**Placed cells, one colour a class**

Scale bar: 20 um. Fill, decap, tap and diode cells in grey.
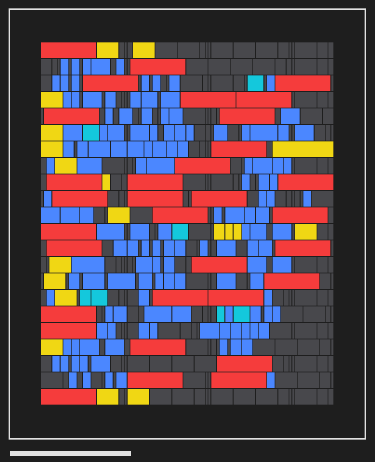
**M1 wires**

Supply wires on this layer in grey.
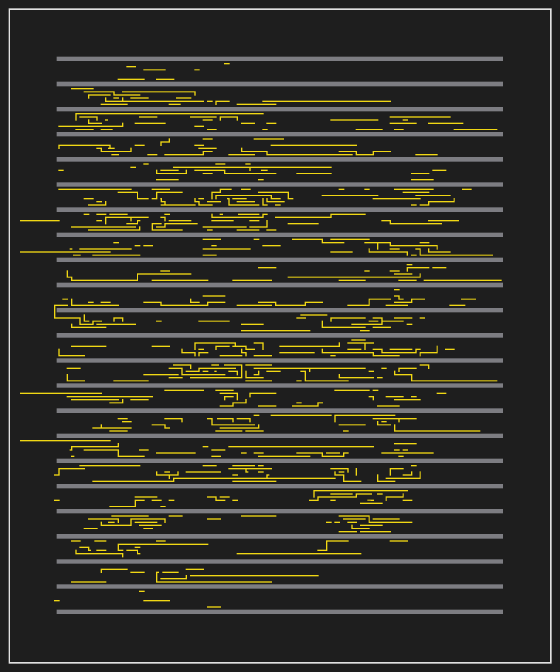
**Local utilization**

The die is cut into 6 by 7 equal tiles; white is low, dark blue is high, 0 to 100% covered.
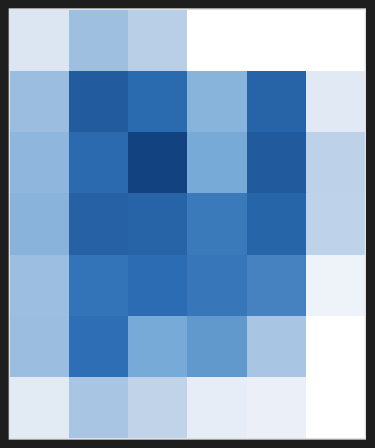
## config.mk

```make
export PLATFORM = sky130hd
export DESIGN_NAME = color_filter_flat
export DESIGN_NICKNAME = d
export VERILOG_FILES = /design/src/rtl/color_filter_if.sv /design/src/rtl/color_filter.sv /design/src/flat_wrapper.sv
export SDC_FILE = /design/constraint.sdc
export NUM_CORES = 1
export LEC_CHECK = 0
export CORE_ASPECT_RATIO = 1.25
export CORE_MARGIN = 5
export CORE_UTILIZATION = 55
export DETAILED_ROUTE_END_ITERATION = 16
export GPL_ROUTABILITY_DRIVEN = 0
export GPL_TIMING_DRIVEN = 0
export PLACE_DENSITY = 0.85
export SYNTH_ARGS = -nofsm -noshare
export SYNTH_HDL_FRONTEND = slang
export SYNTH_SLANG_ARGS = --single-unit
```

## constraint.sdc

```tcl
create_clock -name clkus -period 7.01 [get_ports clkus]
set_input_delay 1.402 -clock clkus [delete_from_list [all_inputs] [get_ports clkus]]
set_output_delay 1.402 -clock clkus [all_outputs]
set_load 0.005 [all_outputs]
```

## src/rtl/color_filter_if.sv

```systemverilog
// Bus bundle between the colour filter and Core: raw colour codes and acks in,
// debounced colours, new-colour flags and match out.
interface color_filter_if;
    logic [1:0] object_color;
    logic [1:0] station_color;
    logic       obj_ack;
    logic       stn_ack;
    logic [1:0] obj_stable;
    logic [1:0] stn_stable;
    logic       obj_new;
    logic       stn_new;
    logic       match;

    modport master (
        output object_color, station_color, obj_ack, stn_ack,
        input  obj_stable, stn_stable, obj_new, stn_new, match
    );

    modport slave (
        input  object_color, station_color, obj_ack, stn_ack,
        output obj_stable, stn_stable, obj_new, stn_new, match
    );
endinterface

```

## src/rtl/color_filter.sv

```systemverilog
// Debounces the object and station colour codes once per sample frame and
// publishes stable codes, held new-colour flags with ack, and a match flag.
module color_filter #(
    parameter int unsigned SAMPLE_PERIOD = 8000,
    parameter int unsigned STABLE_COUNT  = 3,
    parameter int unsigned TMR_W         = 13
) (
    input  logic         clkus,
    input  logic         rst,
    color_filter_if.slave bus
);

    logic [TMR_W-1:0] r_tmr;
    logic             w_tick;

    // Channel 0 is the object, channel 1 the station.
    logic [1:0] w_in     [2];
    logic       w_ack    [2];
    logic [1:0] r_cand   [2];
    logic [3:0] r_run    [2];
    logic [1:0] r_stable [2];
    logic       r_new    [2];
    logic [1:0] w_cand_n   [2];
    logic [3:0] w_run_n    [2];
    logic [1:0] w_stable_n [2];
    logic       w_new_n    [2];
    logic       w_match_n;
    logic       r_match;

    assign w_tick = (r_tmr == TMR_W'(SAMPLE_PERIOD - 1));

    always_ff @(posedge clkus or posedge rst) begin
        if (rst)
            r_tmr <= '0;
        else if (w_tick)
            r_tmr <= '0;
        else
            r_tmr <= r_tmr + TMR_W'(1);
    end

    assign w_in[0]  = bus.object_color;
    assign w_in[1]  = bus.station_color;
    assign w_ack[0] = bus.obj_ack;
    assign w_ack[1] = bus.stn_ack;

    // Stable loads on the same edge the run counter reaches the threshold,
    // so the threshold test uses the post-update candidate and run.
    always_comb begin
        for (int unsigned ch = 0; ch < 2; ch++) begin
            w_cand_n[ch]   = r_cand[ch];
            w_run_n[ch]    = r_run[ch];
            w_stable_n[ch] = r_stable[ch];
            w_new_n[ch]    = r_new[ch];
            if (w_tick) begin
                if (w_in[ch] == r_cand[ch]) begin
                    w_run_n[ch] = (r_run[ch] == 4'd15) ? 4'd15 : r_run[ch] + 4'd1;
                end else begin
                    w_cand_n[ch] = w_in[ch];
                    w_run_n[ch]  = 4'd1;
                end
            end
            if (w_tick && (w_run_n[ch] >= 4'(STABLE_COUNT)) && (w_cand_n[ch] != r_stable[ch]))
                w_stable_n[ch] = w_cand_n[ch];
            if ((w_stable_n[ch] != r_stable[ch]) && (w_stable_n[ch] != 2'd0))
                w_new_n[ch] = 1'b1;
            else if (w_ack[ch])
                w_new_n[ch] = 1'b0;
        end
        w_match_n = (w_stable_n[0] != 2'd0) && (w_stable_n[0] == w_stable_n[1]);
    end

    always_ff @(posedge clkus or posedge rst) begin
        if (rst) begin
            for (int unsigned ch = 0; ch < 2; ch++) begin
                r_cand[ch]   <= '0;
                r_run[ch]    <= '0;
                r_stable[ch] <= '0;
                r_new[ch]    <= 1'b0;
            end
            r_match <= 1'b0;
        end else begin
            for (int unsigned ch = 0; ch < 2; ch++) begin
                r_cand[ch]   <= w_cand_n[ch];
                r_run[ch]    <= w_run_n[ch];
                r_stable[ch] <= w_stable_n[ch];
                r_new[ch]    <= w_new_n[ch];
            end
            r_match <= w_match_n;
        end
    end

    assign bus.obj_stable = r_stable[0];
    assign bus.stn_stable = r_stable[1];
    assign bus.obj_new    = r_new[0];
    assign bus.stn_new    = r_new[1];
    assign bus.match      = r_match;

endmodule
```

## src/flat_wrapper.sv

```systemverilog
// flat-port wrapper written by rule: the top's interface ports become plain ports
module color_filter_flat 
#(
    parameter int unsigned SAMPLE_PERIOD = 8000,
    parameter int unsigned STABLE_COUNT  = 3,
    parameter int unsigned TMR_W         = 13
)
  (clkus, rst, bus_object_color, bus_station_color, bus_obj_ack, bus_stn_ack, bus_obj_stable, bus_stn_stable, bus_obj_new, bus_stn_new, bus_match);
  color_filter_if bus_i ();
  input  logic clkus;
  input  logic rst;
  input wire logic [$bits(bus_i.object_color)-1:0] bus_object_color;
  input wire logic [$bits(bus_i.station_color)-1:0] bus_station_color;
  input wire logic [$bits(bus_i.obj_ack)-1:0] bus_obj_ack;
  input wire logic [$bits(bus_i.stn_ack)-1:0] bus_stn_ack;
  output wire logic [$bits(bus_i.obj_stable)-1:0] bus_obj_stable;
  output wire logic [$bits(bus_i.stn_stable)-1:0] bus_stn_stable;
  output wire logic [$bits(bus_i.obj_new)-1:0] bus_obj_new;
  output wire logic [$bits(bus_i.stn_new)-1:0] bus_stn_new;
  output wire logic [$bits(bus_i.match)-1:0] bus_match;
  assign bus_i.object_color = bus_object_color;
  assign bus_i.station_color = bus_station_color;
  assign bus_i.obj_ack = bus_obj_ack;
  assign bus_i.stn_ack = bus_stn_ack;
  assign bus_obj_stable = bus_i.obj_stable;
  assign bus_stn_stable = bus_i.stn_stable;
  assign bus_obj_new = bus_i.obj_new;
  assign bus_stn_new = bus_i.stn_new;
  assign bus_match = bus_i.match;
  color_filter #(.SAMPLE_PERIOD(SAMPLE_PERIOD), .STABLE_COUNT(STABLE_COUNT), .TMR_W(TMR_W)) u_core (.clkus(clkus), .rst(rst), .bus(bus_i));
endmodule
```

==> summary.rpt <==
GLOBAL ROUTING
----------------------------------------------------------------------------
Number of global-route vias before repair                               1288
Wire length of the first global-routing pass                         5380 um

CRITICAL PATH
----------------------------------------------------------------------------
Critical path buffer and inverter count                                    1
Class of the most critical setup path                           primary input to flip-flop
Max incr delay on CP                                                 0.56 ns
CP Capture Point                                                u_core.bus.match
Critical Path, Cell by Cell                                     clkdlybuf4s50_1, xnor2_1, nand2_1, a211oi_1, mux2_2, o32ai_1
Kind of capture point of the worst setup path                      flip-flop
Highest net fanout along the worst path                                    5
Setup slack on the worst flop-to-flop path                           4.50 ns
Critical path's slowest cell                                    sky130_fd_sc_hd__clkdlybuf4s50_1
First element of the critical path                              bus_station_color[1]
Nature of the critical path startpoint                          primary input
Count of cells along the worst register-to-register path                   7

MIN PATH
----------------------------------------------------------------------------
Number of cells traversed by the worst hold path                           1
End point of the worst hold path                                u_core.r_tmr[0]

DIE
----------------------------------------------------------------------------
Die ar.                                                             4120 um2
Tap cell count                                                            36
Die W                                                                58.5 um
Area of the placeable core                                          2890 um2

RUN STATUS
----------------------------------------------------------------------------
Outcome                                                         finished, final reports clean

CTS
----------------------------------------------------------------------------
Worst-Skew Late Latency                                              0.33 ns
Buffers from clock root to sink, at most                                   2

DRT
----------------------------------------------------------------------------
Via total after detailed routing                                        1262
Length of the first detailed-routing pass in iterations                    6
Antenna viol nets, final                                                   0

SYNTHESIS
----------------------------------------------------------------------------
Area reported by Yosys stat                                         1610 um2
Post-Synthesis Net Count                                                 185
Number of distinct library cells after synthesis                          33
Netlist Area Pre-Place                                              1610 um2
Post-Synth Simple-Gate Area                                            0.179
Prevailing logic family in the synthesized netlist              simple AND/OR/NAND/NOR gates
Multiplexer fraction of the synthesized cell area                     0.0287
Async set or reset register ratio after synthesis                       1.00
Count of instantiated cells in the yosys netlist                         174
Post-synthesis area per instance                                    9.28 um2

PWR
----------------------------------------------------------------------------
Switching Share                                                        0.233
Part of the total power dissipated in sequential elements              0.614
Portion of total power attributed to combinational logic               0.073
Power density over the cells                                      163 nW/um2

PLACEMENT
----------------------------------------------------------------------------
Detailed placement HPWL                                              2220 um
Input/output buffers                                                      14

FINAL LAYOUT
----------------------------------------------------------------------------
Largest registers ranked by flip-flop count                     u_core.r_tmr (13), u_core.r_run (8), u_core.r_cand (4)
Layout cells sized above 1                                            0.0663
Top register by number of flip-flops                            u_core.r_tmr
Highest-count logic cell in the final layout                    sky130_fd_sc_hd__dfrtp_1
Top library cells by usage in the layout, fill and taps aside   sky130_fd_sc_hd__dfrtp_1 (32), sky130_fd_sc_hd__nand2_1 (30), sky130_fd_sc_hd__o21ai_0 (18)
Core occupancy in the finished layout                                  0.648
Logic cell area                                                      744 um2
Register share of the cell area                                        0.428
Inverters excl. clock                                                     14
Area overhead of the layout relative to synthesis                      16.0%
Layout buffering overhead excluding clock cells                       0.0982
Nets                                                                     207
Flip-flop count of the largest register after layout                      13

TIMING
----------------------------------------------------------------------------
Setup repair after global routing missed its margin                    false
Number of setup violations in the final report                             0
Worst-margin pin slew                                               0.505 ns
Slew HR                                                                0.663
Post-layout period usage of the worst path                             0.419

RUN
----------------------------------------------------------------------------
Number of violations of the max-capacitance limit                          0

## Picture notes: 'placed cells, one colour a class'
legend:
  red:
    class: registers
    cells: 32
    share_of_their_area: 44%
  blue:
    class: remaining logic cells
    cells: 138
    share_of_their_area: 44%
  yellow:
    class: remaining buffers and delay cells
    cells: 19
    share_of_their_area: 10%
  cyan:
    class: clock drivers and dummy loads
    cells: 7
    share_of_their_area: 2.5%

## Picture notes: 'M1 wires'
nets with wire on the layer: 195
share of all routed wire: 42%
wire length on this layer: 1290 um
longest straight run: 20.2 um
main direction: horizontal

## Picture notes: 'local utilization'
emptiest ninth of the die: bottom right
tiles over 75% full: 24%
mean over tiles: 44%
fullest tile: 93%

-- per-layer routing --
layer	track usage	vias to the layer above	share of wire	wire length (um)
met4	0.0722	0	0.0062	19
met5	0	-	0	0
met2	0.284	25	0.53	1620
met1	0.192	598	0.42	1290
li1	-	637	-	-
met3	0.0730	2	0.048	146
-- power by group through the flow --
stage               sequential [mW]  combinational, mW  clock [mW]
global placement              0.191             0.0198           0
global route                  0.187             0.0250       0.113
CTS                           0.187             0.0207       0.101
finish                        0.187             0.0223      0.0952
floorplan                     0.191             0.0109           0
detailed placement            0.191             0.0207           0
-- through the flow --
stage | power, mW | instance area, um2 | std cells
floorplan | 0.201 | 1610 | 174
global placement | 0.210 | 1800 | 224
detailed placement | 0.211 | 1800 | 224
CTS | 0.309 | 1850 | 231
global route | 0.326 | 1870 | 232
finish | 0.305 | 1870 | 232
No activity file was given, so power comes from the tool's default toggle rates.
